==> src/rtl/mips_load_store_controller_if.sv <==
// Pipeline request/response and data-memory handshake bundle for the load/store controller.
// The slave modport is the controller's view; master is the surrounding pipeline plus memory.
interface mips_load_store_controller_if;
  logic        req_valid;
  logic        req_ready;
  logic [5:0]  req_opcode;
  logic [31:0] req_addr;
  logic [31:0] req_wdata;

  logic        resp_valid;
  logic [31:0] resp_rdata;
  logic        resp_err;

  logic        mem_req;
  logic        mem_we;
  logic [31:0] mem_addr;
  logic [31:0] mem_wdata;
  logic        mem_ack;
  logic [31:0] mem_rdata;

  modport master (
    output req_valid,
    output req_opcode,
    output req_addr,
    output req_wdata,
    input  req_ready,
    input  resp_valid,
    input  resp_rdata,
    input  resp_err,
    input  mem_req,
    input  mem_we,
    input  mem_addr,
    input  mem_wdata,
    output mem_ack,
    output mem_rdata
  );

  modport slave (
    input  req_valid,
    input  req_opcode,
    input  req_addr,
    input  req_wdata,
    output req_ready,
    output resp_valid,
    output resp_rdata,
    output resp_err,
    output mem_req,
    output mem_we,
    output mem_addr,
    output mem_wdata,
    input  mem_ack,
    input  mem_rdata
  );
endinterface

==> src/rtl/mips_load_store_controller.sv <==
// Memory-stage load/store sequencer: aligned word accesses, read-modify-write for sb/sh,
// lane-selected and extended load data, error response on misalignment/bad opcode/timeout.
module mips_load_store_controller #(
  parameter int unsigned MAX_WAIT = 16
) (
  input  logic                         clk,
  input  logic                         rst_n,
  mips_load_store_controller_if.slave  bus
);

  localparam int unsigned CntW = $clog2(MAX_WAIT + 1);

  localparam logic [5:0] OpLw  = 6'b100011;
  localparam logic [5:0] OpLh  = 6'b100001;
  localparam logic [5:0] OpLhu = 6'b100101;
  localparam logic [5:0] OpLb  = 6'b100000;
  localparam logic [5:0] OpLbu = 6'b100100;
  localparam logic [5:0] OpSw  = 6'b101011;
  localparam logic [5:0] OpSh  = 6'b101001;
  localparam logic [5:0] OpSb  = 6'b101000;

  typedef enum logic [1:0] {StIdle, StRead, StWrite, StResp} state_e;

  state_e            state_q, state_d;
  logic [5:0]        op_q, op_d;
  logic [31:0]       addr_q, addr_d;
  logic [15:0]       wdata_q, wdata_d;
  logic [31:0]       mem_wdata_q, mem_wdata_d;
  logic [CntW-1:0]   wait_q, wait_d;
  logic              err_q, err_d;
  logic [31:0]       rdata_q, rdata_d;

  logic [CntW-1:0]   wait_inc;
  logic              req_legal;
  logic [4:0]        byte_sh;
  logic [4:0]        half_sh;
  logic [31:0]       rd_byte_aligned;
  logic [15:0]       rd_half;
  logic [31:0]       load_data;
  logic [31:0]       merged_word;

  assign wait_inc        = wait_q + 1'b1;
  assign byte_sh         = {addr_q[1:0], 3'b000};
  assign half_sh         = {addr_q[1], 4'b0000};
  assign rd_byte_aligned = bus.mem_rdata >> byte_sh;
  assign rd_half         = addr_q[1] ? bus.mem_rdata[31:16] : bus.mem_rdata[15:0];

  // Opcode support and natural alignment of the incoming request.
  always_comb begin
    req_legal = 1'b0;
    unique case (bus.req_opcode)
      OpLw, OpSw:        req_legal = (bus.req_addr[1:0] == 2'b00);
      OpLh, OpLhu, OpSh: req_legal = ~bus.req_addr[0];
      OpLb, OpLbu, OpSb: req_legal = 1'b1;
      default:           req_legal = 1'b0;
    endcase
  end

  always_comb begin
    load_data = '0;
    unique case (op_q)
      OpLw:    load_data = bus.mem_rdata;
      OpLh:    load_data = {{16{rd_half[15]}}, rd_half};
      OpLhu:   load_data = {16'h0000, rd_half};
      OpLb:    load_data = {{24{rd_byte_aligned[7]}}, rd_byte_aligned[7:0]};
      OpLbu:   load_data = {24'h000000, rd_byte_aligned[7:0]};
      default: load_data = '0;
    endcase
  end

  // Replace only the addressed lane of the word just read.
  always_comb begin
    if (op_q == OpSh) begin
      merged_word = (bus.mem_rdata & ~(32'h0000_FFFF << half_sh)) |
                    ({16'h0000, wdata_q} << half_sh);
    end else begin
      merged_word = (bus.mem_rdata & ~(32'h0000_00FF << byte_sh)) |
                    ({24'h000000, wdata_q[7:0]} << byte_sh);
    end
  end

  always_comb begin
    state_d     = state_q;
    op_d        = op_q;
    addr_d      = addr_q;
    wdata_d     = wdata_q;
    mem_wdata_d = mem_wdata_q;
    wait_d      = wait_q;
    err_d       = 1'b0;
    rdata_d     = '0;

    unique case (state_q)
      StIdle: begin
        if (bus.req_valid) begin
          op_d    = bus.req_opcode;
          addr_d  = bus.req_addr;
          wdata_d = bus.req_wdata[15:0];
          wait_d  = '0;
          if (!req_legal) begin
            state_d = StResp;
            err_d   = 1'b1;
          end else if (bus.req_opcode == OpSw) begin
            state_d     = StWrite;
            mem_wdata_d = bus.req_wdata;
          end else begin
            state_d = StRead;
          end
        end
      end

      StRead: begin
        if (bus.mem_ack) begin
          wait_d = '0;
          if (op_q == OpSb || op_q == OpSh) begin
            state_d     = StWrite;
            mem_wdata_d = merged_word;
          end else begin
            state_d = StResp;
            rdata_d = load_data;
          end
        end else begin
          wait_d = wait_inc;
          if (wait_inc == CntW'(MAX_WAIT)) begin
            state_d = StResp;
            err_d   = 1'b1;
          end
        end
      end

      StWrite: begin
        if (bus.mem_ack) begin
          wait_d  = '0;
          state_d = StResp;
        end else begin
          wait_d = wait_inc;
          if (wait_inc == CntW'(MAX_WAIT)) begin
            state_d = StResp;
            err_d   = 1'b1;
          end
        end
      end

      StResp: begin
        state_d = StIdle;
      end

      default: begin
        state_d = StIdle;
      end
    endcase
  end

  always_ff @(posedge clk) begin
    if (!rst_n) begin
      state_q     <= StIdle;
      op_q        <= '0;
      addr_q      <= '0;
      wdata_q     <= '0;
      mem_wdata_q <= '0;
      wait_q      <= '0;
      err_q       <= 1'b0;
      rdata_q     <= '0;
    end else begin
      state_q     <= state_d;
      op_q        <= op_d;
      addr_q      <= addr_d;
      wdata_q     <= wdata_d;
      mem_wdata_q <= mem_wdata_d;
      wait_q      <= wait_d;
      err_q       <= err_d;
      rdata_q     <= rdata_d;
    end
  end

  assign bus.req_ready  = (state_q == StIdle);
  assign bus.resp_valid = (state_q == StResp);
  assign bus.resp_err   = err_q;
  assign bus.resp_rdata = rdata_q;
  assign bus.mem_req    = (state_q == StRead) || (state_q == StWrite);
  assign bus.mem_we     = (state_q == StWrite);
  assign bus.mem_addr   = {addr_q[31:2], 2'b00};
  assign bus.mem_wdata  = mem_wdata_q;

endmodule

==> src/flat_wrapper.sv <==
// flat-port wrapper written by rule: the top's interface ports become plain ports
module mips_load_store_controller_flat 
#(
  parameter int unsigned MAX_WAIT = 16
)
  (clk, rst_n, bus_req_valid, bus_req_opcode, bus_req_addr, bus_req_wdata, bus_req_ready, bus_resp_valid, bus_resp_rdata, bus_resp_err, bus_mem_req, bus_mem_we, bus_mem_addr, bus_mem_wdata, bus_mem_ack, bus_mem_rdata);
  mips_load_store_controller_if bus_i ();
  input  logic clk;
  input  logic rst_n;
  input wire logic [$bits(bus_i.req_valid)-1:0] bus_req_valid;
  input wire logic [$bits(bus_i.req_opcode)-1:0] bus_req_opcode;
  input wire logic [$bits(bus_i.req_addr)-1:0] bus_req_addr;
  input wire logic [$bits(bus_i.req_wdata)-1:0] bus_req_wdata;
  output wire logic [$bits(bus_i.req_ready)-1:0] bus_req_ready;
  output wire logic [$bits(bus_i.resp_valid)-1:0] bus_resp_valid;
  output wire logic [$bits(bus_i.resp_rdata)-1:0] bus_resp_rdata;
  output wire logic [$bits(bus_i.resp_err)-1:0] bus_resp_err;
  output wire logic [$bits(bus_i.mem_req)-1:0] bus_mem_req;
  output wire logic [$bits(bus_i.mem_we)-1:0] bus_mem_we;
  output wire logic [$bits(bus_i.mem_addr)-1:0] bus_mem_addr;
  output wire logic [$bits(bus_i.mem_wdata)-1:0] bus_mem_wdata;
  input wire logic [$bits(bus_i.mem_ack)-1:0] bus_mem_ack;
  input wire logic [$bits(bus_i.mem_rdata)-1:0] bus_mem_rdata;
  assign bus_i.req_valid = bus_req_valid;
  assign bus_i.req_opcode = bus_req_opcode;
  assign bus_i.req_addr = bus_req_addr;
  assign bus_i.req_wdata = bus_req_wdata;
  assign bus_req_ready = bus_i.req_ready;
  assign bus_resp_valid = bus_i.resp_valid;
  assign bus_resp_rdata = bus_i.resp_rdata;
  assign bus_resp_err = bus_i.resp_err;
  assign bus_mem_req = bus_i.mem_req;
  assign bus_mem_we = bus_i.mem_we;
  assign bus_mem_addr = bus_i.mem_addr;
  assign bus_mem_wdata = bus_i.mem_wdata;
  assign bus_i.mem_ack = bus_mem_ack;
  assign bus_i.mem_rdata = bus_mem_rdata;
  mips_load_store_controller #(.MAX_WAIT(MAX_WAIT)) u_core (.clk(clk), .rst_n(rst_n), .bus(bus_i));
endmodule
==> config.mk <==
export PLATFORM = sky130hd
export DESIGN_NAME = mips_load_store_controller_flat
export DESIGN_NICKNAME = d
export VERILOG_FILES = /design/src/rtl/mips_load_store_controller_if.sv /design/src/rtl/mips_load_store_controller.sv /design/src/flat_wrapper.sv
export SDC_FILE = /design/constraint.sdc
export NUM_CORES = 1
export LEC_CHECK = 0
export ABC_AREA = 1
export CAP_MARGIN = 20
export CORE_UTILIZATION = 30
export DETAILED_ROUTE_END_ITERATION = 8
export HOLD_SLACK_MARGIN = 0.02
export PLACE_DENSITY_LB_ADDON = 0.25
export SLEW_MARGIN = 20
export SYNTH_ARGS = -nofsm -noshare
export SYNTH_HDL_FRONTEND = slang
export SYNTH_SLANG_ARGS = --single-unit
==> constraint.sdc <==
create_clock -name clk -period 5.55 [get_ports clk]
set_input_delay 1.11 -clock clk [delete_from_list [all_inputs] [get_ports clk]]
set_output_delay 1.11 -clock clk [all_outputs]
set_load 0.1 [all_outputs]
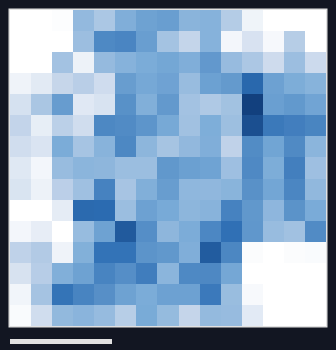
(cell density map)
Scale bar: 50 um. The die is cut into 15 by 15 equal tiles; white is low, dark blue is high, 0 to 100% covered.
nearly empty tiles: 12%
fullest tile: 93%
mean over tiles: 39%
tiles over 75% full: 3.1%
Post-Route Utilization: 42.08%
pre-placement core utilization: 30.63%
core region area: 0.02271 mm2

==> commit_impl_results.txt <==
Add synthesis and place-and-route results

- The flow ran to the end, and the final reports show no timing, DRC or antenna violations.
* Largest stage delay on the critical path: 1150 ps
- GR Util met1: 27.72%
- The die is 154.3 um tall.
- Final hold viol count: 0
- Post-layout net count: 1,363
* Clock Sink Count: 126
* Startpoint type of the worst setup path: flip-flop
- Max Clock Skew: 9.112 ps
- HPWL Detailed: 16,810 um
* Ratio of cells with drive above 1 in the final layout: 4.269%
* Mean instance size in the synthesized netlist: 6.227 um2
* Worst min-delay path category: flip-flop to flip-flop
- Entering global routing, the biggest net connects 90 pins.
* Maximum net fanout on the critical path: 5
- VDD IR-drop max: 0.0001855 V
- The report lists the number of cells resized after CTS as 0.
- Met3 Track Usage GR: 5.156%
- Routability congestion estimate from global placement: 0.8689
- FF-to-FF path depth: 7
* Number of search-and-repair iterations in the first detailed-routing pass: 5
* Fraction of registers with async set or reset after synthesis: 0%
* Vias per std cell: 4.740
- Timing analysis after detailed placement gives a worst setup slack of 2089 ps.
* EDFF count, synth: 0
- GR peak layer: met2
* Number of buffer and inverter stages on the critical path: 2
- Once routing completed, OpenROAD measured the worst setup slack at 2052 ps.
* Slew at the pin with the worst max-slew slack: 1076 ps
- The report counts max-capacitance violations totalling 0.
* Antenna-violating nets left: 0
* Total wire length: 23,570 um
- The clock passes through at most 2 buffers.
* H-tree Lvls: 4
- Yosys synthesis chip area: 0.006955 mm2
- Chip Footprint: 0.02380 mm2
- STA classifies the critical path endpoint as a primary output.
- The sequential cells in the finished layout cover a total of 0.002524 mm2.
- The violation tally recorded at the end of detailed-routing iteration 0 is 690.
- Broken down by cell family, the worst path's largest delay share belongs to buffers and inverters.
- For this design the ratio of total power to cell area is 445.6 mW/mm2.
- Endpoint arrival time on the critical path: 2390 ps
- TritonCTS built the clock tree.
- For this run, design rule violations remaining after detail routing come to 0.
- In this run, flip-flops and latches consume 26.8% of the power.
- Cell internal power was estimated by the tool at 2.311 mW.
* GR met2 Demand/Resource: 29.31%
- Top FF cell, synth: dfxtp_1
- GRT Residual Overflow: 0
- Per the TritonCTS log, the buffer count is 17.
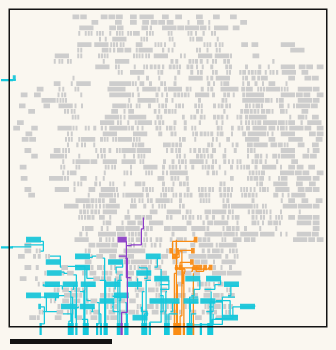
(nets reached from selected ports)
Scale bar: 50 um.
legend:
  purple:
    port: bus_req_ready
    direction: output
    end_cells: 1
    buffers: 1
    wire: 81.9 um
  orange:
    port: bus_req_opcode
    direction: input
    end_cells: 14
    buffers: 6
    wire: 271 um
  cyan:
    port: bus_mem_addr
    direction: output
    end_cells: 32
    buffers: 30
    wire: 838 um
number of buffers inserted by port buffering: 204
Top Ports: 207

## cell usage in the layout, fill, tap and decap left out, types with 3 or more instances in the layout
master,n
bufinv_16,5
o21ai_0,90
nand3_1,77
nand4_1,16
inv_6,4
ha_1,5
diode_2,3
inv_1,107
clkdlybuf4s50_1,203
buf_4,9
clkinv_4,4
clkbuf_16,17
nor2_1,186
a31oi_1,8
nor3_1,4
o211ai_1,16
a21oi_1,64
clkinv_1,3
o21ai_1,3
dfxtp_1,125
nand2_1,295
## Yosys cell counts (8+ instances only)
| cell type | number | share of area, % |
|---|---|---|
| nand2_1 | 296 | 16 |
| nor2_1 | 187 | 10 |
| dfxtp_1 | 126 | 36 |
| inv_1 | 107 | 5.8 |
| o21ai_0 | 90 | 6.5 |
| nand3_1 | 77 | 5.5 |
| a21oi_1 | 64 | 4.6 |
| clkbuf_1 | 35 | 1.9 |
| buf_4 | 33 | 3.6 |
| buf_2 | 23 | 1.7 |
| nand4_1 | 16 | 1.4 |
| o211ai_1 | 16 | 1.7 |
| a31oi_1 | 8 | 0.72 |
## state kept, by name, summed over array words and instances (netlist names)
name and flops:
u_core.wdata_q 16, u_core.bus.resp_rdata 32, u_core.addr_q 32, u_core.bus.mem_wdata 32, u_core.wait_q 5, u_core.bus.resp_err 1
u_core.state_q 2, u_core.op_q 6
## final cells by class
cell class	instances	share of cell area [%]
Clock buffer	17	4.451
Timing Repair Buffer	213	22.02
Antenna cell	3	0.07855
Tap cell	285	3.731
Clock inverter	15	2.461
Inverter	111	4.360
Multi-Input combinational cell	783	36.49
Sequential cell	126	26.41
## through the flow
step	util (%)	instance area (um2)	cells	total power, mW	hold WS (ps)
CTS	42.02	9542	1550	4.284	487.9
global route	42.07	9554	1552	4.480	503.0
detailed placement	39.11	8881	1518	3.008	471.9
global placement	39.11	8881	1518	2.999	461.6
finish	42.08	9557	1553	4.259	483.4
floorplan	-	6959	1118	2.592	456.3
## kinds of logic (layout without fill, tap and decap cells)
kind of cell	Yosys count	after routing	share of synthesized area, %
buf+inv	209	356	13.80
other cells	1	5	0.05391
compound gates	188	188	14.54
fa+ha+maj	5	5	0.8994
flops	126	126	36.27
simple gates	588	588	34.45
## final timing paths
check,from,end,slack (ps)
max,u_core.state_q[1]$_SDFFE_PN0N_,bus_mem_req,2050
min,u_core.addr_q[11]$_SDFFE_PN0P_,u_core.addr_q[11]$_SDFFE_PN0P_,480
max reg2reg,u_core.op_q[5]$_SDFFE_PN0P_,u_core.bus.resp_rdata[14]$_SDFF_PP0_,2640
min reg2reg,u_core.addr_q[11]$_SDFFE_PN0P_,u_core.addr_q[11]$_SDFFE_PN0P_,480
## layer usage
layer | wire, um | vias to the layer above
met3 | 1834 | 33
li1 | - | 3773
met4 | 565 | 0
met1 | 11430 | 3261
met2 | 9746 | 294
met5 | 0 | -
## tightest hold or removal path, stage by stage (launching register included)
cell,delay [ps]
dfxtp_1,320
nor2_1,40
nor2_1,80
## power groups by stage
stage	logic, mW	registers [mW]	clock network (mW)
5_1_grt	1.99	1.16	1.33
6_report	1.85	1.14	1.26
3_5_place_dp	1.85	1.16	0
3_3_place_gp	1.84	1.16	0
2_1_floorplan	0.995	1.60	0
4_1_cts	1.86	1.14	1.29
Power and IR drop assume default switching activity.
